===== config.mk =====
export PLATFORM = sky130hd
export DESIGN_NAME = uart_write_bram
export DESIGN_NICKNAME = d
export VERILOG_FILES = /design/src/rtl/uart_write_bram_pkg.sv /design/src/rtl/uart_write_bram_rx.sv /design/src/rtl/uart_write_bram.sv
export SDC_FILE = /design/constraint.sdc
export NUM_CORES = 1
export LEC_CHECK = 0
export CAP_MARGIN = 15
export CORE_AREA = 3 3 105 107
export CTS_BUF_LIST = sky130_fd_sc_hd__clkbuf_2
export CTS_CLUSTER_DIAMETER = 40
export DETAILED_ROUTE_END_ITERATION = 10
export DIE_AREA = 0 0 108 110
export SLEW_MARGIN = 20
export SYNTH_ARGS = -nofsm -noshare
export SYNTH_HDL_FRONTEND = slang
export SYNTH_SLANG_ARGS = --single-unit

===== constraint.sdc =====
create_clock -name CLK_50M -period 4.7 [get_ports CLK_50M]
set_clock_uncertainty 0.15 [all_clocks]
set_input_delay 0.94 -clock CLK_50M [delete_from_list [all_inputs] [get_ports CLK_50M]]
set_output_delay 0.94 -clock CLK_50M [all_outputs]
set_load 0.01 [all_outputs]

===== src/rtl/uart_write_bram_pkg.sv =====
// Shared types and constants for the UART-to-BRAM loader.
// Holds writer/receiver state encodings, LED patterns and baud math.
package uart_write_bram_pkg;

    typedef enum logic [1:0] {
        ST_IDLE  = 2'b00,
        ST_RECV  = 2'b01,
        ST_WRITE = 2'b10,
        ST_DONE  = 2'b11
    } wr_state_t;

    typedef enum logic [2:0] {
        RX_IDLE,
        RX_START,
        RX_DATA,
        RX_PARITY,
        RX_STOP
    } rx_state_t;

    localparam logic [7:0] LED_IDLE  = 8'b11000000;
    localparam logic [7:0] LED_RECV  = 8'b00110000;
    localparam logic [7:0] LED_WRITE = 8'b00001100;
    localparam logic [7:0] LED_DONE  = 8'b00000011;

    function automatic int bit_cyc(input int clk_freq, input int baud);
        return clk_freq / baud;
    endfunction

    localparam int DEF_BIT_CYC = bit_cyc(50_000_000, 9600);

endpackage


===== src/rtl/uart_write_bram_rx.sv =====
// UART receiver: 8 data bits, even parity, 1 stop bit, LSB first.
// Ports: CLK_50M, rst_n, rx in; rx_data, rx_valid, perr, ferr out.
module uart_rx
    import uart_write_bram_pkg::*;
#(
    parameter int BIT_CYC = DEF_BIT_CYC
) (
    input  logic       CLK_50M,
    input  logic       rst_n,
    input  logic       rx,
    output logic [7:0] rx_data,
    output logic       rx_valid,
    output logic       perr,
    output logic       ferr
);

    localparam int CW = $clog2(BIT_CYC);
    localparam logic [CW-1:0] FULL_LIM = CW'(BIT_CYC - 1);
    localparam logic [CW-1:0] HALF_LIM = CW'(BIT_CYC / 2 - 1);

    rx_state_t     r_state;
    rx_state_t     w_next;
    logic [1:0]    r_sync;
    logic          r_rx_d;
    logic [CW-1:0] r_cnt;
    logic [CW-1:0] w_lim;
    logic [2:0]    r_bit;
    logic [7:0]    r_shift;
    logic          r_par;
    logic          w_rx_s;
    logic          w_fall;
    logic          w_tick;

    assign w_rx_s = r_sync[1];
    // r_rx_d trails the synchronized line by one cycle for edge detect
    assign w_fall = r_rx_d & ~w_rx_s;
    assign w_tick = (r_cnt == w_lim);

    always_ff @(posedge CLK_50M or negedge rst_n) begin
        if (!rst_n) begin
            r_sync <= 2'b11;
            r_rx_d <= 1'b1;
        end else begin
            r_sync <= {r_sync[0], rx};
            r_rx_d <= w_rx_s;
        end
    end

    always_ff @(posedge CLK_50M or negedge rst_n) begin
        if (!rst_n) r_state <= RX_IDLE;
        else        r_state <= w_next;
    end

    always_comb begin
        w_next = r_state;
        unique case (r_state)
            RX_IDLE:   if (w_fall) w_next = RX_START;
            RX_START:  if (w_tick) w_next = w_rx_s ? RX_IDLE : RX_DATA;
            RX_DATA:   if (w_tick && r_bit == 3'd7) w_next = RX_PARITY;
            RX_PARITY: if (w_tick) w_next = RX_STOP;
            RX_STOP:   if (w_tick) w_next = RX_IDLE;
            default:   w_next = RX_IDLE;
        endcase
    end

    // Start bit is checked at half a bit; later bits one full bit apart
    always_comb begin
        w_lim = FULL_LIM;
        if (r_state == RX_START) w_lim = HALF_LIM;
    end

    always_ff @(posedge CLK_50M or negedge rst_n) begin
        if (!rst_n) begin
            r_cnt    <= '0;
            r_bit    <= '0;
            r_shift  <= '0;
            r_par    <= 1'b0;
            rx_data  <= '0;
            rx_valid <= 1'b0;
            perr     <= 1'b0;
            ferr     <= 1'b0;
        end else begin
            rx_valid <= 1'b0;
            if (r_state == RX_IDLE) begin
                r_cnt <= '0;
                r_bit <= '0;
            end else if (w_tick) begin
                r_cnt <= '0;
                unique case (r_state)
                    RX_DATA: begin
                        r_shift <= {w_rx_s, r_shift[7:1]};
                        r_bit   <= r_bit + 3'd1;
                    end
                    RX_PARITY: r_par <= w_rx_s;
                    RX_STOP: begin
                        rx_valid <= 1'b1;
                        rx_data  <= r_shift;
                        perr     <= ^{r_shift, r_par};
                        ferr     <= ~w_rx_s;
                    end
                    default: ;
                endcase
            end else begin
                r_cnt <= r_cnt + 1'b1;
            end
        end
    end

endmodule


===== src/rtl/uart_write_bram.sv =====
// Loads a stream of UART bytes into consecutive BRAM addresses from 0.
// Ports: CLK_50M, rst_n, start, rx in; bram_we/addr/din, busy, done,
// err_cnt, led out.
module uart_write_bram
    import uart_write_bram_pkg::*;
#(
    parameter int CLK_FREQ = 50_000_000,
    parameter int BAUD     = 9600,
    parameter int DEPTH    = 2048,
    parameter int ADDR_W   = 12
) (
    input  logic              CLK_50M,
    input  logic              rst_n,
    input  logic              start,
    input  logic              rx,
    output logic              bram_we,
    output logic [ADDR_W-1:0] bram_addr,
    output logic [7:0]        bram_din,
    output logic              busy,
    output logic              done,
    output logic [7:0]        err_cnt,
    output logic [7:0]        led
);

    localparam int BIT_CYC = bit_cyc(CLK_FREQ, BAUD);
    localparam logic [ADDR_W-1:0] LAST = ADDR_W'(DEPTH - 1);

    wr_state_t         r_state;
    wr_state_t         w_next;
    logic [ADDR_W-1:0] r_addr;
    logic [7:0]        r_din;
    logic [7:0]        r_err;
    logic [7:0]        w_rx_data;
    logic              w_rx_valid;
    logic              w_perr;
    logic              w_ferr;
    logic              w_bad;

    uart_rx #(
        .BIT_CYC (BIT_CYC)
    ) u_rx (
        .CLK_50M  (CLK_50M),
        .rst_n    (rst_n),
        .rx       (rx),
        .rx_data  (w_rx_data),
        .rx_valid (w_rx_valid),
        .perr     (w_perr),
        .ferr     (w_ferr)
    );

    assign w_bad     = w_perr | w_ferr;
    assign bram_addr = r_addr;
    assign bram_din  = r_din;
    assign err_cnt   = r_err;

    always_ff @(posedge CLK_50M or negedge rst_n) begin
        if (!rst_n) r_state <= ST_IDLE;
        else        r_state <= w_next;
    end

    always_comb begin
        w_next = r_state;
        unique case (r_state)
            ST_IDLE:  if (start) w_next = ST_RECV;
            ST_RECV:  if (w_rx_valid && !w_bad) w_next = ST_WRITE;
            ST_WRITE: w_next = (r_addr == LAST) ? ST_DONE : ST_RECV;
            ST_DONE:  if (start) w_next = ST_RECV;
            default:  w_next = ST_IDLE;
        endcase
    end

    always_comb begin
        bram_we = 1'b0;
        busy    = 1'b0;
        done    = 1'b0;
        led     = LED_IDLE;
        unique case (r_state)
            ST_IDLE:  led = LED_IDLE;
            ST_RECV: begin
                busy = 1'b1;
                led  = LED_RECV;
            end
            ST_WRITE: begin
                bram_we = 1'b1;
                busy    = 1'b1;
                led     = LED_WRITE;
            end
            ST_DONE: begin
                done = 1'b1;
                led  = LED_DONE;
            end
            default: led = LED_IDLE;
        endcase
    end

    // Address holds at LAST after the final write; no wrap
    always_ff @(posedge CLK_50M or negedge rst_n) begin
        if (!rst_n) begin
            r_addr <= '0;
            r_din  <= '0;
            r_err  <= '0;
        end else begin
            unique case (r_state)
                ST_IDLE, ST_DONE: begin
                    if (start) begin
                        r_addr <= '0;
                        r_err  <= '0;
                    end
                end
                ST_RECV: begin
                    if (w_rx_valid) begin
                        if (!w_bad)             r_din <= w_rx_data;
                        else if (r_err != 8'hFF) r_err <= r_err + 8'd1;
                    end
                end
                ST_WRITE: begin
                    if (r_addr != LAST) r_addr <= r_addr + 1'b1;
                end
                default: ;
            endcase
        end
    end

endmodule


**Run 1: met2 routing**

Scale: 4 px per um.
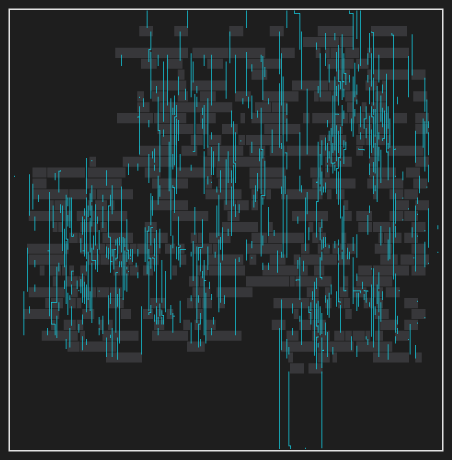
nets with wire on the layer: 324
share of all routed wire: 47%
routing usage on met2: 19.72%
DRT Wirelength: 6459 um

**Run 1: clock wires, drivers and flops**

Scale: 4 px per um.
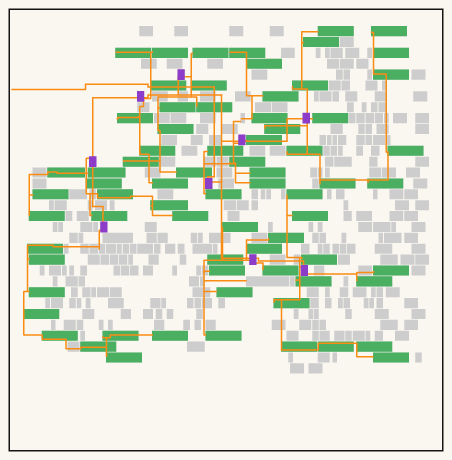
[purple] clock-net drivers | count: 9
[green] flip-flops | count: 72
[orange] clock wires | length: 896 um
routed clock nets: 10
flops lie: all over the die
clock group total power: 0.000336 W
relative contribution of the clock network to total power: 26.1%

==> summary.txt, run 1 <==
Item: results of the latest flow run.

- The logic share of the area is between 30% and 40%.
- Across all setup checks in the final design, the least slack found is 1.543 ns.
- The report puts the hold buffer count at CTS at 0.
- The sequential cell power is 0.000711 W.
- The uppermost metal layer occupied by signal nets is met4.
- STA classifies the critical path startpoint as a flip-flop.
- The flow reports power dissipated in combinational cells as ~0.00024 W.
- The aggregate negative setup slack is 0 ns.
- The horizontal die dimension reported for this design is 108 um.
- The clock-pin transition on the worst setup and hold timing paths is ~0.23 ns.
- The end-of-flow timing check tallies setup violations at 0.
- Per STA, the highest per-stage delay on the worst path measures 0.62 ns.
- The detailed-routing iteration count for the pre-antenna-repair pass is 4.
- For met3 alone, demand over resource in global routing was approximately 3.4%.
- Dividing the synthesized area by the synthesized cell count gives 10.68 um^2.
- The final cell area excluding filler cells is just over 0.004 mm^2.
- The global-route total usage across every layer is about an eighth.
- The number of signal-net buffers in the layout is 45.
- On the critical path the largest part of the delay comes from buffers and inverters.
- Per the layout report, the design carries ~1.0k filler cells.
- The worst pin sits at a relative slew slack of 43.93%.
- Detailed routing placed a total of about 320 um of wire on met3.
- Per the post-place timing report, worst setup slack is roughly 1.8 ns.
- The number of setup buffers added after CTS is 0.
- The floorplan utilization is 34.33%.
- The dominant kind of combinational cell is simple AND/OR/NAND/NOR gates.
- Internal power comes to a little under 0.0009 W.
- The post-CTS resize count is 0.
- The data arrival time reported for the critical path is 2.07 ns.
- The portion of the layout cell area used by clock cells is 2.659%.
- The core area is 0.01023 mm^2.
- The static leakage is 1.794 nW.
- The logic area is 0.001580 mm^2.
- The start point of the critical path is r_state[1].
- The multiplexer share of the synthesized area is 8.728%.
- Per STA, the endpoint of the critical path is led[5].
- Of all the cell area in the finished design, non-clock buffers hold 10.57%.
- The maximum ir drop on the vdd rail is between 0.0002 and 0.00025 V.
- The layout-stage area growth over the synthesis result is 17.92%.
- The Yosys chip area is 0.003512 mm^2.
- Entering global routing, the biggest net connects 59 pins.
- The most area-hungry cell type in the Yosys netlist is dfrtp_1.
- The number of gates on the worst path with buffers counted is 3.
- The most repeated cell in the gate-level netlist after synthesis is dfrtp_1.
- For this run, asynchronously set or reset flops after synthesis account for 100.0%.
- Per the placement report, the placed cell count is 494.
- The slowest library cell on the worst path is clkdlybuf4s50_1.
- The flop-to-flop setup slack is 1.77 ns.
- The die area is roughly 0.012 mm^2.
- The detailed placer's ending HPWL is about 4600 um.
- The top cell type's share of synthesized area is 49.16%.
- The via count of the routed design is ~2.5k.
- The combinational fraction of design power is 18.6%.
- The smallest clock period supported by the final layout is computed as 3.157 ns.
- At floorplan, the net count of the design was reported as about 340.
- The most used logic cell in the final layout is dfrtp_1.
- The register with the most flip-flops in the layout has 13 of them.
- The critical path contains buffers and inverters numbering 2 combined.
- The via count normalized by instance count is about 5.
- Switching power as a fraction of the total was reported as 31.14%.
- The complex-gate fraction of the synthesized area is 6.306%.
- The commonest cells after synthesis are dfrtp_1, nor2_1, mux2_2.
- Non-clock inverters in the final layout number 10.
- The total overflow left after global routing is 0.
- TritonCTS built the clock tree.
- The flow ran to the end, and the final reports show no timing, DRC or antenna violations.
- In this run the power spent charging and discharging nets is 0.0004002 W.
**Run 1: cell classes on the final placement**

Scale: 3 px per um. Fill, decap, tap and diode cells in gray.
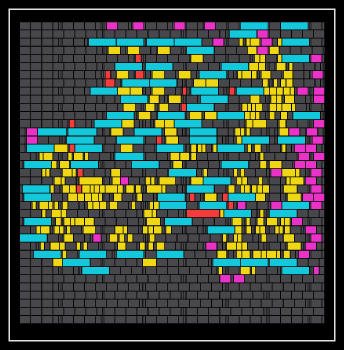
[cyan] registers | cells: 72 | share of their area: 45%
[yellow] remaining logic cells | cells: 241 | share of their area: 41%
[red] clock drivers and dummy loads | cells: 16 | share of their area: 2.8%
[magenta] remaining buffers and delay cells | cells: 45 | share of their area: 11%
utilization after layout: 40.48%
proportion of cell area occupied by registers: 43.60%

**Run 1: clock routing**

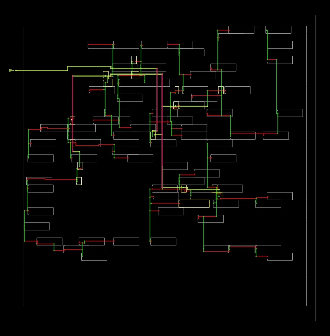
CTS Buf Count: 9
clk sink count: 72
Seq Cell Count: 72

**Run 1: I/O nets highlighted**

Scale: 3 px per um.
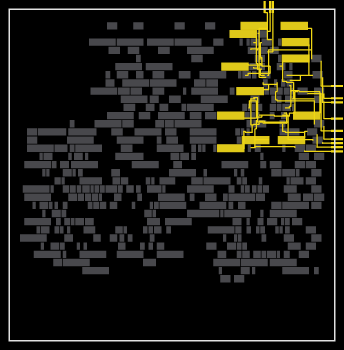

## Run 2: what changed since run 1
==> constraint.sdc (replaced) <==
create_clock -name CLK_50M -period 3 [get_ports CLK_50M]
set_clock_uncertainty 0.15 [all_clocks]
set_input_delay 0.6 -clock CLK_50M [delete_from_list [all_inputs] [get_ports CLK_50M]]
set_output_delay 0.6 -clock CLK_50M [all_outputs]
set_load 0.01 [all_outputs]
**Run 2: I/O nets highlighted**

Scale: 3 px per um.
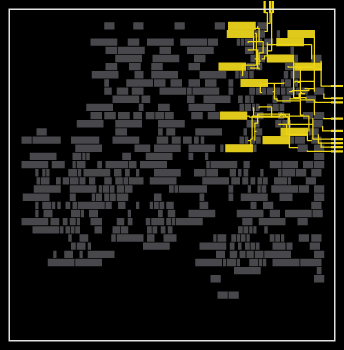
[yellow] `bram_addr` | bits: 12 | direction: output | end cells: 12 | wire: 430 um
count of input and output buffers: 42
top-level port count: 43

**Run 2: clock routing**

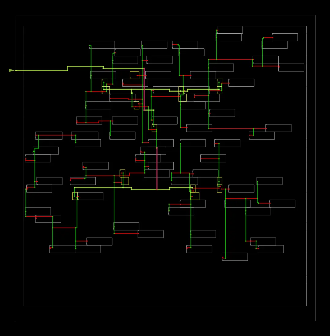
clk_buf instances: 10
clock group total power: 0.000465 W

==> summary.txt, run 2 <==
Item: results of the latest flow run.

- The main area contributors are dfrtp_1, mux2_2, xnor2_1.
- The report lists the number of standard-cell rows as 37.
- The maximum ir drop on the vdd rail is 0.0002980 V (+30%).
- The mean instance size in the synthesized netlist came to 10.68 um^2 (unchanged).
- TritonCTS built the clock tree.
- The total wirelength of the detailed-routed design is 6418 um (-0.63%).
- The dominant kind of combinational cell is simple AND/OR/NAND/NOR gates.
- The via count normalized by instance count is 4.865 (-0.23%).
- The placed instance count came to 495 (+0.20%).
- Setup repair after global routing left no endpoint under its margin.
- The most used logic cell in the final layout is dfrtp_1.
- The net load switching power is 0.0006448 W (+61%).
- The layout-stage area growth over the synthesis result is 18.42%.
- The total combinational power is 0.000381 W (+59%).
- The worst path arrival time is 2.00 ns (-0.07 ns).
- The global-route total usage across every layer is 11.62% (-0.13 points).
- The sequential cell count came to 72 (unchanged).
- The detailed-routing iteration count for the pre-antenna-repair pass came to 4 (unchanged).
- The launching element type of the critical path is a flip-flop.
- The slowest library cell on the worst path is clkdlybuf4s50_1.
- The sequential cell power is 0.00111 W (+56%).
- The portion of the layout cell area used by clock cells is 2.286% (-0.37 points).
- The width of the chip is 108 um (unchanged).
- The number of setup buffers added after CTS came to 0 (unchanged).
- The part of the power in the clock network is 23.7% (-2.4 points).
- The final cell area excluding filler cells is 0.004159 mm^2 (+0.42%).
- The tally of unique sky130hd cells used after synthesis is 44.
- The top cell type's share of synthesized area is 49.16% (unchanged).
- By instance count after routing, the leading logic cell types are dfrtp_1, clkdlybuf4s50_1, nor2_1, mux2_2, xnor2_1.
- Summed over all nets, wire length on met2 after detailed routing comes to 3109 um.
- The static leakage came to 1.791 nW (-0.17%).
- STA lists the startpoint of the worst hold path as u_rx.r_sync[0].
- The fraction of power spent switching nets is 32.92% (+1.8 points).
- The commonest cells after synthesis are dfrtp_1, nor2_1, mux2_2.
- The post-placement setup slack is 0.3870 ns (-1.413 ns).
- The global-route track usage on met2 was 19.89% (+0.18 points).
- The buffer type at the clock tree root is clkbuf_2.
- Traced cell by cell, the critical path runs through inv_1 > ha_1 > clkdlybuf4s50_1.
- The via count of the routed design is 2,491 (+0.16%).
- In the finished design, the share of the clock period the worst path needs comes to 91.50%.
- The final weighted congestion in routability-driven placement is just over 0.8.
- The post-placement cell area is 0.004051 mm^2.
- The largest net degree at the start of global routing is 73 (+24%).
- The start point of the critical path is r_state[0].
- The number of buffers and inverters on the critical path is 2 (unchanged).
- The synthesis report names the predominant flop master as dfrtp_1.
- The worst setup path is captured at an output port.
- STA shows the worst reg2reg path with a cell count of 6.
- The final layout contains 384 nets.
- The number of buffers inserted during clock tree synthesis is 9 (unchanged).
- The global route total overflow came to 0 (unchanged).
- The endpoint of the worst setup timing path is bram_we.
- The headroom to the max-slew limit came to 46.70% (+2.8 points).
- The endpoint of the worst hold path is u_rx.r_sync[1].
- The script parses the final routing iteration and logs DRC violations as 0.
- The fraction of area in non-clock buffers is 11.25% (+0.68 points).
- The sequential power share is 56.8%.
- Clock latency on the worst-skew pair, taken at its later pin, is roughly 0.49 ns.
- The biggest area contributor in the post-synthesis netlist is dfrtp_1.
- The endpoint of the lowest-slack register-to-register path is u_rx.r_par.
- The total cells reported by yosys after synthesis is between 300 and 400.
- The tightest min-delay check is of the flip-flop to flip-flop type.
- The clock-pin transition on the worst setup and hold timing paths came to 0.21 ns (-0.02 ns).
- The maximum single-stage delay on the critical path is 0.60 ns (-0.02 ns).
- The met3 usage in global routing came to 3.902% (+0.47 points).
- The number of signal-net buffers in the layout came to 47 (+4.4%).
- The most congested layer reported by global routing is met2.
- The number of setup violations in the final report was 0 (unchanged).
- The tightest hold path in the finished design has a slack of 0.2240 ns.
- Per the layout area report, the register area comes to 0.001805 mm^2.
- The synthesis stats list as the most numerous cell dfrtp_1.
- The synthesized netlist devotes 18.77% of its cell area to simple gates.
- The fraction of registers with async set/reset is 100.0% (unchanged).
- For this block, wires on met1 add up to 2982 um.
- The count of hold buffers inserted by post-cts repair is 1 (+1).
- The number of nets produced by synthesis is 342 (unchanged).
- The category of cells accounting for the largest share of critical-path delay is buffers and inverters.
- The count of multi-input combinational gates is 231.
- The clock sink count is 72 (unchanged).
- Once synthesis finished, the tally of register bits stood at 72.
- The transition time at the pin with the least slew margin is 0.7987 ns.
- The total number of tap cells is roughly 140.
- Summing the areas of all fa, ha and maj instances in the mapped netlist gives under 10% of the synthesized area.
- The multiplexer share of the synthesized area was 8.728% (unchanged).
- The amount of wire on met3 after detailed routing is 295 um (-9.0%).
- The run finished with clean final reports.
- Power comes to 0.001959 W.
- The core area was 0.01023 mm^2 (unchanged).
- The logic area is 0.001583 mm^2 (+0.16%).
- Subtracting the final worst setup slack from the clock period gives 2.745 ns.
- The largest register by flop count is u_rx.r_cnt.
- The flip-flop count of the largest register, all copies and words added is 13 (unchanged).
- The aggregate negative setup slack came to 0 ns (unchanged).
- The logic share of the area is 38.06% (-0.10 points).
- The number of fill cells in the layout is 995 (-0.60%).
- The number of gates on the worst path with buffers counted is 3 (unchanged).
- The number of antenna cells inserted is 0.
- The post-CTS resize count was 0 (unchanged).
- The number of logic inverters in the finished layout is 10 (unchanged).
- The startpoint of the worst register-to-register path is u_rx.r_cnt[0].
- The highest net fanout along the worst path is 10.
- The combinational fraction of design power was 19.4% (+0.8 points).
- The floorplan utilization came to 34.33% (unchanged).
- The Yosys chip area is 0.003512 mm^2 (unchanged).
- The worst setup margin came to 0.2549 ns (-1.288 ns).
- The flop-to-flop setup slack is 0.34 ns (-1.43 ns).
- The internal power component is 0.001314 W (+48%).
- Signal nets in the final route climb as high as met4.
- The register fraction of the total cell area is 43.41% (-0.18 points).
- The gate count of the mapped netlist is 329.
- The utilization after layout is 40.65% (+0.17 points).
- The detailed placer's ending HPWL is 4438 um (-2.5%).
- The complex-gate fraction of the synthesized area was 6.306% (unchanged).
- The die area was 0.01188 mm^2 (unchanged).
**Run 2: clock wires, drivers and flops**

Scale: 4 px per um.
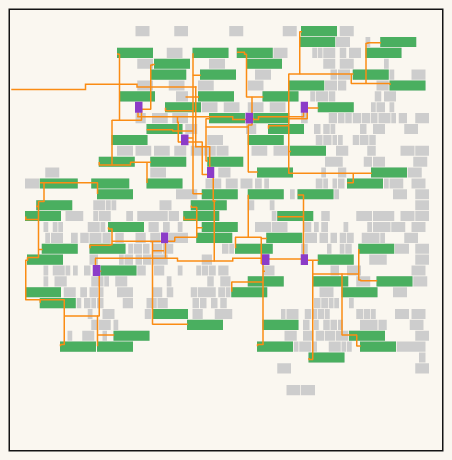

## Run 3: what changed since run 2
==> constraint.sdc (replaced) <==
create_clock -name CLK_50M -period 3.55 [get_ports CLK_50M]
set_clock_uncertainty 0.15 [all_clocks]
set_input_delay 0.71 -clock CLK_50M [delete_from_list [all_inputs] [get_ports CLK_50M]]
set_output_delay 0.71 -clock CLK_50M [all_outputs]
set_load 0.01 [all_outputs]
**Run 3: clock wires, drivers and flops**

Scale: 4 px per um.
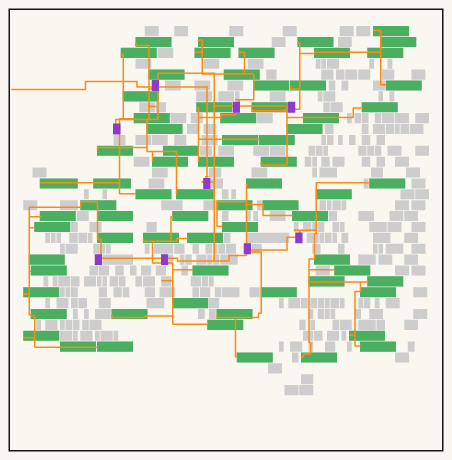
[orange] clock wires | length: 942 um
[purple] clock-net drivers | count: 9
[green] flip-flops | count: 72
routed clock nets: 10
flops lie: all over the die
clock group total power: 0.000441 W
clk_lat worst skew: 0.50 ns
relative contribution of the clock network to total power: 25.9%

**Run 3: met2 routing**

Scale: 4 px per um.
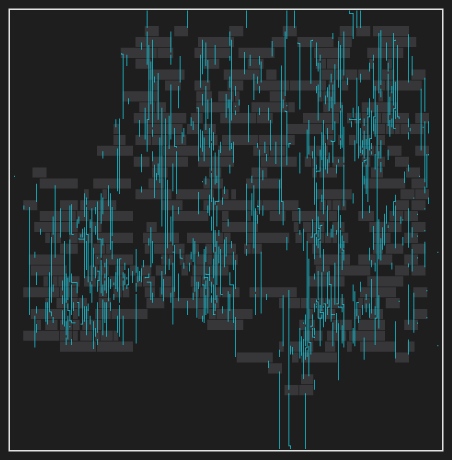
routing usage on met2: 19.76%
overall via count from detail_route: 2,490
DRT Wirelength: 6555 um

==> summary.txt, run 3 <==
Item: results of the latest flow run.

- The basic-gate share of the synthesized area counting and, or, nand and nor cells is 18.77% (unchanged).
- The core area is 0.01023 mm^2 (unchanged).
- Sorting the Yosys area breakdown by cell type puts at the top dfrtp_1.
- The count of multi-input combinational gates was 231 (unchanged).
- The placed instance count came to 495 (unchanged).
- The post-CTS resize count is 0 (unchanged).
- The count of hold buffers inserted by post-cts repair is 0 (-1).
- The number of antenna cells inserted was 0 (unchanged).
- The utilization after layout is 40.57% (-0.086 points).
- The sequential power share is 55.2% (-1.6 points).
- The die area came to 0.01188 mm^2 (unchanged).
- The area share of fa/ha/maj cells after synthesis is 3.206% (unchanged).
- The final-layout clock buffer total came to 9 (-1).
- After layout, the minimum clock period comes to 2.973 ns.
- The sequential cell count is 72 (unchanged).
- The most common cell in the synthesized netlist is dfrtp_1.
- The wire length on met1 was 3050 um (+2.3%).
- The number of buffers and inverters on the critical path is 0 (-2).
- The most congested layer reported by global routing is met2.
- OpenSTA lists the critical path endpoint as u_rx.r_par.
- The most used logic cell in the final layout is dfrtp_1.
- The complex-gate fraction of the synthesized area is 6.306% (unchanged).
- The first global-routing pass estimated 11,540 um of wire.
- The number of core rows is 37 (unchanged).
- The power after layout is 0.001699 W (-13%).
- The global route total overflow is 0 (unchanged).
- The flip-flop count of the largest register, all copies and words added is 13 (unchanged).
- Setup repair after global routing left no endpoint under its margin.
- The count of buffers inserted at the top-level ports was 42 (unchanged).
- Note that the worst hold path type here is input port to asynchronous set/reset pin.
- The largest net degree at the start of global routing is 28 (-62%).
- The tightest hold margin is 0.03407 ns (-0.1899 ns).
- The combinational fraction of design power is 18.8% (-0.6 points).
- The flow reports an fmax of about 0.34 GHz.
- The mean instance size in the synthesized netlist is 10.68 um^2 (unchanged).
- Among all stages on the critical path, the largest delay is contributed by or4b_4.
- The final timing summary puts the cycle share of the worst path at 83.74%.
- The logic area is 0.001585 mm^2 (+0.16%).
- The met2 wire length came to 3092 um (-0.55%).
- The number of buffers inserted during clock tree synthesis was 9 (unchanged).
- The number of signal-net buffers in the layout is 46 (-2.1%).
- The worst path arrival time is 3.23 ns (+1.23 ns).
- The TritonCTS clock tree is built.
- The endpoint of the lowest-slack register-to-register path is u_rx.r_par.
- The post-synthesis sequential element count was 72 (unchanged).
- STA classifies the critical path endpoint as a flip-flop.
- The layout-stage area growth over the synthesis result is 18.17%.
- The total number of tap cells is 136 (unchanged).
- The met3 usage in global routing is 4.135% (+0.23 points).
- The fraction of power spent switching nets came to 31.36% (-1.6 points).
- The internal power component was 0.001166 W (-11%).
- The global-route total usage across every layer is 12.21% (+0.60 points).
- The gate count of the mapped netlist is 329 (unchanged).
- The multiplexer share of the synthesized area is 8.728% (unchanged).
- The sequential cell area is 0.001805 mm^2 (unchanged).
- The run finished with clean final reports.
- The start point of the critical path is u_rx.r_cnt[0].
- The headroom to the max-slew limit was 39.63% (-7.1 points).
- The via count normalized by instance count is 4.882 (+0.35%).
- The static leakage came to 1.790 nW (about the same).
- The number of setup violations in the final report is 0 (unchanged).
- The fraction of registers with async set/reset is 100.0% (unchanged).
- The total cells reported by yosys after synthesis was 329 (unchanged).
- The startpoint of the worst register-to-register path is u_rx.r_cnt[0].
- The amount of wire on met3 after detailed routing came to 342 um (+16%).
- The clock-pin transition on the worst setup and hold timing paths came to 0.21 ns (about the same).
- The highest net fanout along the worst path was 12 (+2).
- The final cell area excluding filler cells came to 0.004150 mm^2 (-0.21%).
- The final weighted congestion in routability-driven placement was 0.7808 (-3.7%).
- The tally of unique sky130hd cells used after synthesis is 44 (unchanged).
- The total combinational power is 0.000320 W (-16%).
- The maximum single-stage delay on the critical path is 0.60 ns (about the same).
- The library cells used most frequently in the layout, excluding fill and tap cells, are dfrtp_1, clkdlybuf4s50_1, nor2_1, mux2_2, xnor2_1.
- The sequential cell power is 0.000938 W (-20%).
- The group that draws the most power in this run is sequential cells.
- The post-placement setup slack is 0.6140 ns (+0.2270 ns).
- The number of logic inverters in the finished layout was 10 (unchanged).
- The fraction of area in non-clock buffers was 10.73% (-0.52 points).
- The post-placement cell area is 0.004044 mm^2 (-0.19%).
- The top cell type's share of synthesized area came to 49.16% (unchanged).
- STA classifies the critical path startpoint as a flip-flop.
- The worst setup margin is 0.5772 ns (+0.3223 ns).
- The detailed-routing iteration count for the pre-antenna-repair pass is 4 (unchanged).
- The number of setup buffers added after CTS came to 0 (unchanged).
- The detailed placer's ending HPWL is 4686 um (+5.6%).
- The logic share of the area is 38.20% (+0.14 points).
- The maximum ir drop on the vdd rail came to 0.0002913 V (-2.3%).
- The synthesis report lists the most area-consuming cells as dfrtp_1, mux2_2, xnor2_1.
- The register fraction of the total cell area was 43.50% (+0.092 points).
- The dominant kind of combinational cell is simple AND/OR/NAND/NOR gates.
- The total I/O pin count is 43 (unchanged).
- The flop-to-flop setup slack is 0.58 ns (+0.24 ns).
- The width of the chip is 108 um (unchanged).
- The most used flip-flop cell after synthesis is dfrtp_1.
- The critical path goes through ha_1 > or3b_1 > a211oi_1 > o21ai_1 > or4b_4 > mux2_4.
- The net load switching power was 0.0005326 W (-17%).
- The worst reg-to-reg path cell count is 6 (unchanged).
- The floorplan utilization is 34.33% (unchanged).
- The transition time at the pin with the least slew margin is 0.9002 ns (+0.1015 ns).
- The synthesis run shows the most used standard cells to be dfrtp_1, nor2_1, mux2_2.
- The portion of the layout cell area used by clock cells is 2.563% (+0.28 points).
- After detailed routing, no signal wire sits above met4.
- The final routed DRC violation total is 0 (unchanged).
- The number of gates on the worst path with buffers counted is 6 (+3).
- The Yosys chip area was 0.003512 mm^2 (unchanged).
- The aggregate negative setup slack is 0 ns (unchanged).
- In this run the clock root is driven by a clkbuf_2.
- The most flop-heavy register is u_rx.r_cnt.
- Per STA, the worst path accumulates the most delay in the family simple AND/OR/NAND/NOR gates.
- The clock sink count was 72 (unchanged).
- The initial antenna violation count is 0.
- The number of nets produced by synthesis is 342 (unchanged).
Power is estimated from default activity; no workload was simulated.
